--- src/rtl/mem_request_scheduler.sv ---
`default_nettype none
// ============================================================================
// mem_request_scheduler: round-robin front end from four unit command FIFOs to
// the shared-memory controller. Optional watchdog: define SCHED_WATCHDOG_EN.
// Revision 1.0
// ============================================================================
module mem_request_scheduler #(
  parameter int FIFO_DEPTH     = 4,
  parameter int TIMEOUT_CYCLES = 255
) (
  input  logic            clk,
  input  logic            rst,
  input  logic [3:0]      cmd_valid,
  output logic [3:0]      cmd_ready,
  input  logic [3:0][3:0] cmd_op_type,
  input  logic [3:0][3:0] cmd_vec_index,
  input  logic [3:0][3:0] cmd_mat_row,
  input  logic [3:0][3:0] cmd_mat_col,
  output logic [3:0]      rsp_valid,
  output logic [3:0]      rsp_timeout,
  output logic [3:0]      ctrl_request,
  output logic [3:0][3:0] ctrl_op_type,
  output logic [3:0][3:0] ctrl_vec_index,
  output logic [3:0][3:0] ctrl_mat_row,
  output logic [3:0][3:0] ctrl_mat_col,
  input  logic [3:0]      ctrl_done,
  output logic            sched_busy,
  output logic [3:0][4:0] fifo_level
);

  localparam int         AW    = (FIFO_DEPTH > 1) ? $clog2(FIFO_DEPTH) : 1;
  localparam logic [4:0] DEPTH = 5'(FIFO_DEPTH);

  typedef enum logic [1:0] {
    IDLE   = 2'd0,
    ISSUE  = 2'd1,
    RETIRE = 2'd2
  } state_t;

  state_t           state, state_nxt;
  logic [1:0]       sel, sel_nxt;
  logic [1:0]       last_grant, last_grant_nxt;
  logic [15:0]      issue_cmd, issue_cmd_nxt;
  logic [3:0]       done_q;
  logic [3:0]       push, pop, not_empty;
  logic [3:0][15:0] head;
  logic             complete, timeout, found;
  logic [1:0]       cand;
  logic [3:0]       req_nxt, rsp_nxt, rto_nxt;
  logic [3:0][3:0]  op_nxt, vec_nxt, row_nxt, col_nxt;

  for (genvar i = 0; i < 4; i++) begin : g_lane
    logic [15:0]   mem [FIFO_DEPTH];
    logic [AW-1:0] wr_ptr, rd_ptr;
    logic [4:0]    level;

    assign cmd_ready[i]  = (level < DEPTH);
    assign push[i]       = cmd_valid[i] & cmd_ready[i];
    assign not_empty[i]  = (level != 5'd0);
    assign head[i]       = mem[rd_ptr];
    assign fifo_level[i] = level;

    always_ff @(posedge clk) begin
      if (push[i]) begin
        mem[wr_ptr] <= {cmd_op_type[i], cmd_vec_index[i], cmd_mat_row[i], cmd_mat_col[i]};
      end
    end

    always_ff @(posedge clk) begin
      if (rst) begin
        wr_ptr <= '0;
        rd_ptr <= '0;
        level  <= '0;
      end else begin
        if (push[i]) wr_ptr <= wr_ptr + 1'b1;
        if (pop[i])  rd_ptr <= rd_ptr + 1'b1;
        case ({push[i], pop[i]})
          2'b10:   level <= level + 5'd1;
          2'b01:   level <= level - 5'd1;
          default: level <= level;
        endcase
      end
    end
  end

`ifdef SCHED_WATCHDOG_EN
  logic [7:0] wd_cnt;

  // Held at zero outside ISSUE, so it restarts on every entry to ISSUE.
  always_ff @(posedge clk) begin
    if (rst || state != ISSUE) wd_cnt <= 8'd0;
    else                       wd_cnt <= wd_cnt + 8'd1;
  end

  assign timeout = (state == ISSUE) && (wd_cnt == 8'(TIMEOUT_CYCLES - 1));
`else
  logic unused_timeout_cfg;
  assign unused_timeout_cfg = (TIMEOUT_CYCLES > 0);
  assign timeout            = 1'b0;
`endif

  always_comb begin
    state_nxt      = state;
    sel_nxt        = sel;
    last_grant_nxt = last_grant;
    issue_cmd_nxt  = issue_cmd;
    pop            = '0;
    found          = 1'b0;
    cand           = '0;
    // Only a fresh rising edge on the granted lane completes; sticky levels do not.
    complete       = ctrl_done[sel] & ~done_q[sel];

    case (state)
      IDLE: begin
        for (int k = 1; k <= 4; k++) begin
          cand = last_grant + 2'(k);
          if (!found && not_empty[cand]) begin
            found   = 1'b1;
            sel_nxt = cand;
          end
        end
        if (found) begin
          pop[sel_nxt]   = 1'b1;
          last_grant_nxt = sel_nxt;
          issue_cmd_nxt  = head[sel_nxt];
          state_nxt      = ISSUE;
        end
      end
      ISSUE:   if (complete || timeout) state_nxt = RETIRE;
      RETIRE:  state_nxt = IDLE;
      default: state_nxt = IDLE;
    endcase

    req_nxt = '0;
    rsp_nxt = '0;
    rto_nxt = '0;
    op_nxt  = '0;
    vec_nxt = '0;
    row_nxt = '0;
    col_nxt = '0;
    if (state_nxt == ISSUE) begin
      req_nxt[sel_nxt] = 1'b1;
      op_nxt[sel_nxt]  = issue_cmd_nxt[15:12];
      vec_nxt[sel_nxt] = issue_cmd_nxt[11:8];
      row_nxt[sel_nxt] = issue_cmd_nxt[7:4];
      col_nxt[sel_nxt] = issue_cmd_nxt[3:0];
    end
    if (state_nxt == RETIRE) begin
      rsp_nxt[sel_nxt] = 1'b1;
      rto_nxt[sel_nxt] = timeout & ~complete;
    end
  end

  always_ff @(posedge clk) begin
    if (rst) begin
      state          <= IDLE;
      sel            <= 2'd0;
      last_grant     <= 2'd3;
      issue_cmd      <= '0;
      done_q         <= '0;
      ctrl_request   <= '0;
      rsp_valid      <= '0;
      rsp_timeout    <= '0;
      ctrl_op_type   <= '0;
      ctrl_vec_index <= '0;
      ctrl_mat_row   <= '0;
      ctrl_mat_col   <= '0;
      sched_busy     <= 1'b0;
    end else begin
      state          <= state_nxt;
      sel            <= sel_nxt;
      last_grant     <= last_grant_nxt;
      issue_cmd      <= issue_cmd_nxt;
      done_q         <= ctrl_done;
      ctrl_request   <= req_nxt;
      rsp_valid      <= rsp_nxt;
      rsp_timeout    <= rto_nxt;
      ctrl_op_type   <= op_nxt;
      ctrl_vec_index <= vec_nxt;
      ctrl_mat_row   <= row_nxt;
      ctrl_mat_col   <= col_nxt;
      sched_busy     <= (state_nxt != IDLE);
    end
  end

endmodule
`default_nettype wire

--- config.mk ---
export PLATFORM = sky130hd
export DESIGN_NAME = mem_request_scheduler
export DESIGN_NICKNAME = d
export VERILOG_FILES = /design/src/rtl/mem_request_scheduler.sv
export SDC_FILE = /design/constraint.sdc
export NUM_CORES = 1
export LEC_CHECK = 0
export ABC_CLOCK_PERIOD_IN_PS = 3900
export CAP_MARGIN = 0
export CORE_AREA = 2 2 171 240
export CTS_CLUSTER_SIZE = 20
export DETAILED_ROUTE_END_ITERATION = 8
export DIE_AREA = 0 0 173 242
export HOLD_SLACK_MARGIN = 0.12
export SYNTH_ARGS = -nofsm -noshare
export SYNTH_HDL_FRONTEND = slang
export SYNTH_SLANG_ARGS = --single-unit
--- constraint.sdc ---
create_clock -name clk -period 3.9 [get_ports clk]
set_input_delay 0.975 -clock clk [delete_from_list [all_inputs] [get_ports clk]]
set_output_delay 0.975 -clock clk [all_outputs]
set_load 0.1 [all_outputs]
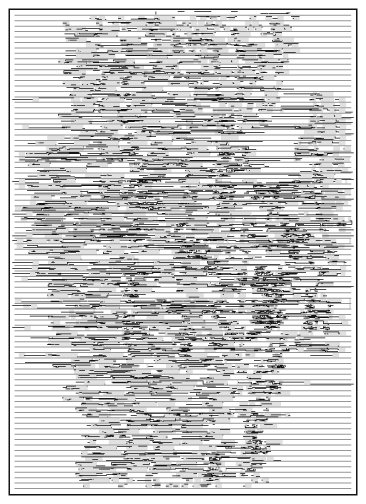
(met1 routing)
(2 px per um) Supply wires on this layer in gray. Cells faint in the background.
nets with wire on the layer: 1210
main direction: horizontal
share of all routed wire: 41%
routed wire length: 35400 um
met1 usage in global routing: 0.200

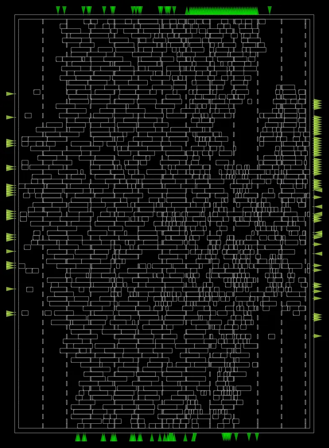
(cell placement)
Filler cells: 3500
share of the final layout cell area in sequential cells: 0.542
final instance count without filler cells: 1775
Placement Rows: 87
Floorplan Core Area: 39800 um2

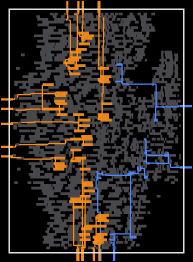
(nets reached from selected ports)
(1 px per um)
| color | port | bits | direction | edge | end cells | wire |
|---|---|---|---|---|---|---|
| blue | cmd_ready | 4 | output | 2 bottom, 2 right | 4 | 542 um |
| orange | cmd_mat_col | 16 | input | 6 bottom, 5 left, 5 top | 64 | 1190 um |

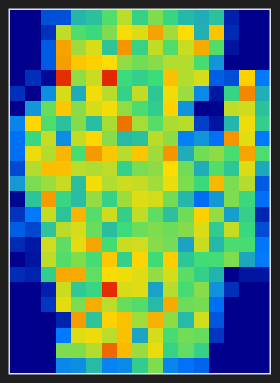
(placement density heat map)
(1.5 px per um) The die is cut into 17 by 24 equal tiles; dark blue is low, red is high, 0 to 100% covered.
fullest tile: 96%
mean over tiles: 45%
emptiest ninth of the die: bottom right
tiles over 75% full: 12%
nearly empty tiles: 15%

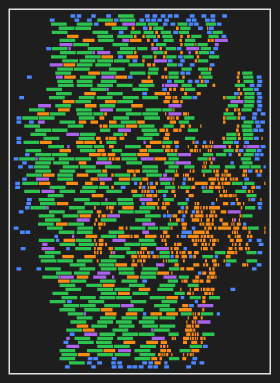
(cell classes on the final placement)
(1.5 px per um)
| color | class | cells |
|---|---|---|
| blue | other buffers and delay cells | 204 |
| orange | combinational and other logic | 564 |
| purple | clock drivers and dummy loads | 74 |
| green | flops | 399 |

==> job_summary.md <==
## PnR job results

| Metric | Value |
|---|---|
| Status | `finished, final reports clean` |
| Family of cells with the greatest summed delay on the critical path | `simple AND/OR/NAND/NOR gates` |
| Average wire per standard cell | `19.9 um` |
| Root buffer cell | `clkbuf_16` |
| Setup slack of the most critical reg-to-reg path | `0.19 ns` |
| Die footprint | `41900 um2` |
| Combinational family with the most area after synthesis | `multiplexers` |
| Count of routing violations after the opening detailed-route iteration | `451` |
| Critical path peak fanout | `9` |
| Initial Util | `0.393` |
| Number of buffer and inverter stages on the critical path | `0` |
| All-Layer GR Usage | `0.167` |
| Fraction of the mapped netlist area in compound gates | `0.0422` |
| Vias in the first global route | `8851` |
| Final slew viol count | `0` |
| Max frequency | `270 MHz` |
| Post-synthesis instance area | `15700 um2` |
| Avg Cell Area, Syn | `roughly 15 um2` |
| Number of enable-type register cells in the synthesized netlist | `256` |
| Portion of the clock cycle consumed by the worst path in the final layout | `0.950` |
| Required time reported for the critical path endpoint | `4.36 ns` |
| HPWL after detailed placement | `approximately 24000 um` |
| CTS Sinks | `approximately 400` |
| TritonCTS clock tree | `built` |
| Registers, synthesis | `399` |
| ANT cells | `0` |
| Detailed-router iteration count before antenna repair | `4` |
| Number of antenna-violating nets in the routed design | `0` |
| Total vias in the final route | `8921` |
| Delay of the slowest cell on the worst path | `0.57 ns` |
| Commonest non-fill, non-tap cell in the layout | `edfxtp_1` |
| I/O pin count | `around 180` |
| Crit-path cells | `or4_4 -> nor2_4 -> nand4_1 -> o311a_1 -> and2_1 -> a211o_4 -> nor2_4 -> ha_4 -> xor2_1 -> ha_2 -> o21ai_0 -> a21oi_1 -> a21oi_1 -> xor2_1 -> or3_1 -> a21oi_1` |
| Worst Setup Path Type | `flop to flop` |
| Least-Margin Pin Slew | `about 1.0 ns` |
| Number of buffers on the longest clock path | `3` |
| Post-layout min period | `3.71 ns` |
| DR vias/cell | `5.03` |
[metrics by stage]
stage | instances | hold WS [ns] | utilization | setup TNS [ns] | setup slack [ns]
2_1_floorplan | 1027 | 0.427 | - | -4.53 | -0.581
3_3_place_gp | 1698 | 0.484 | 0.455 | 0 | 0.288
3_5_place_dp | 1698 | 0.471 | 0.455 | 0 | 0.164
4_1_cts | 1772 | 0.479 | 0.488 | 0 | 0.137
5_1_grt | 1775 | 0.522 | 0.490 | 0 | 0.00150
6_report | 1775 | 0.473 | 0.490 | 0 | 0.194
[worst paths after layout]
check	to	from	cells after the start
max	g_lane[3].level[4]$_SDFFE_PP0P_	g_lane[3].level[1]$_SDFFE_PP0P_	16
min	sched_busy$_SDFF_PP0_	state[1]$_SDFF_PP0_	1
min reg2reg	sched_busy$_SDFF_PP0_	state[1]$_SDFF_PP0_	1
max reg2reg	g_lane[3].level[4]$_SDFFE_PP0P_	g_lane[3].level[1]$_SDFFE_PP0P_	16
[registers in the layout, indices dropped and copies added, names as in the netlist, named ones only]
signal / flops
ctrl_mat_col: 16
ctrl_mat_row: 16
ctrl_op_type: 16
ctrl_request: 4
ctrl_vec_index: 16
done_q: 4
g_lane.level: 20
g_lane.mem: 256
g_lane.rd_ptr: 8
g_lane.wr_ptr: 8
issue_cmd: 16
last_grant: 2
rsp_valid: 4
sched_busy: 1
sel: 2
state: 2
[cells in the mapped netlist (9+ instances only)]
library cell  count
edfxtp_1        256
dfxtp_1         143
mux4_2           65
nor2_1           55
nor2b_1          49
nand3_1          46
clkbuf_1         44
and2_1           40
a21oi_1          34
ha_1             31
nand2_1          30
xor2_1           21
inv_1            20
mux2i_1          20
and3_1           19
a221o_1          16
o21ai_0          15
mux2_4           13
xnor2_1          12
nor3_1            9
or3_1             9
[cell type report]
type                       instances  area (um2)  share of cell area
clock buffer                      55        1150              0.0589
clock inverter                    19         194             0.00993
inverter                          20        75.1             0.00384
multi-input combinational        544        4910               0.252
sequential                       399       10600               0.542
tap                              534         668              0.0342
timing repair buffer             204        1950              0.0998
[layer usage]
metal | vias up | share of wire
met3 | 53 | 0.038
met1 | 4493 | 0.41
li1 | 4176 | -
met4 | 2 | 0.026
met5 | - | 0.00037
met2 | 197 | 0.53
[kinds of logic after synthesis]
logic type	count (synthesis)
mux	101
buf+inv	84
flops	399
simple gates	278
xor+xnor	33
compound gates	97
other cells	1
fa+ha+maj	31
[timing repair]
item	in CTS	in global routing
gates resized	0	8
setup buffers	0	3
setup endpoints to repair	0	8
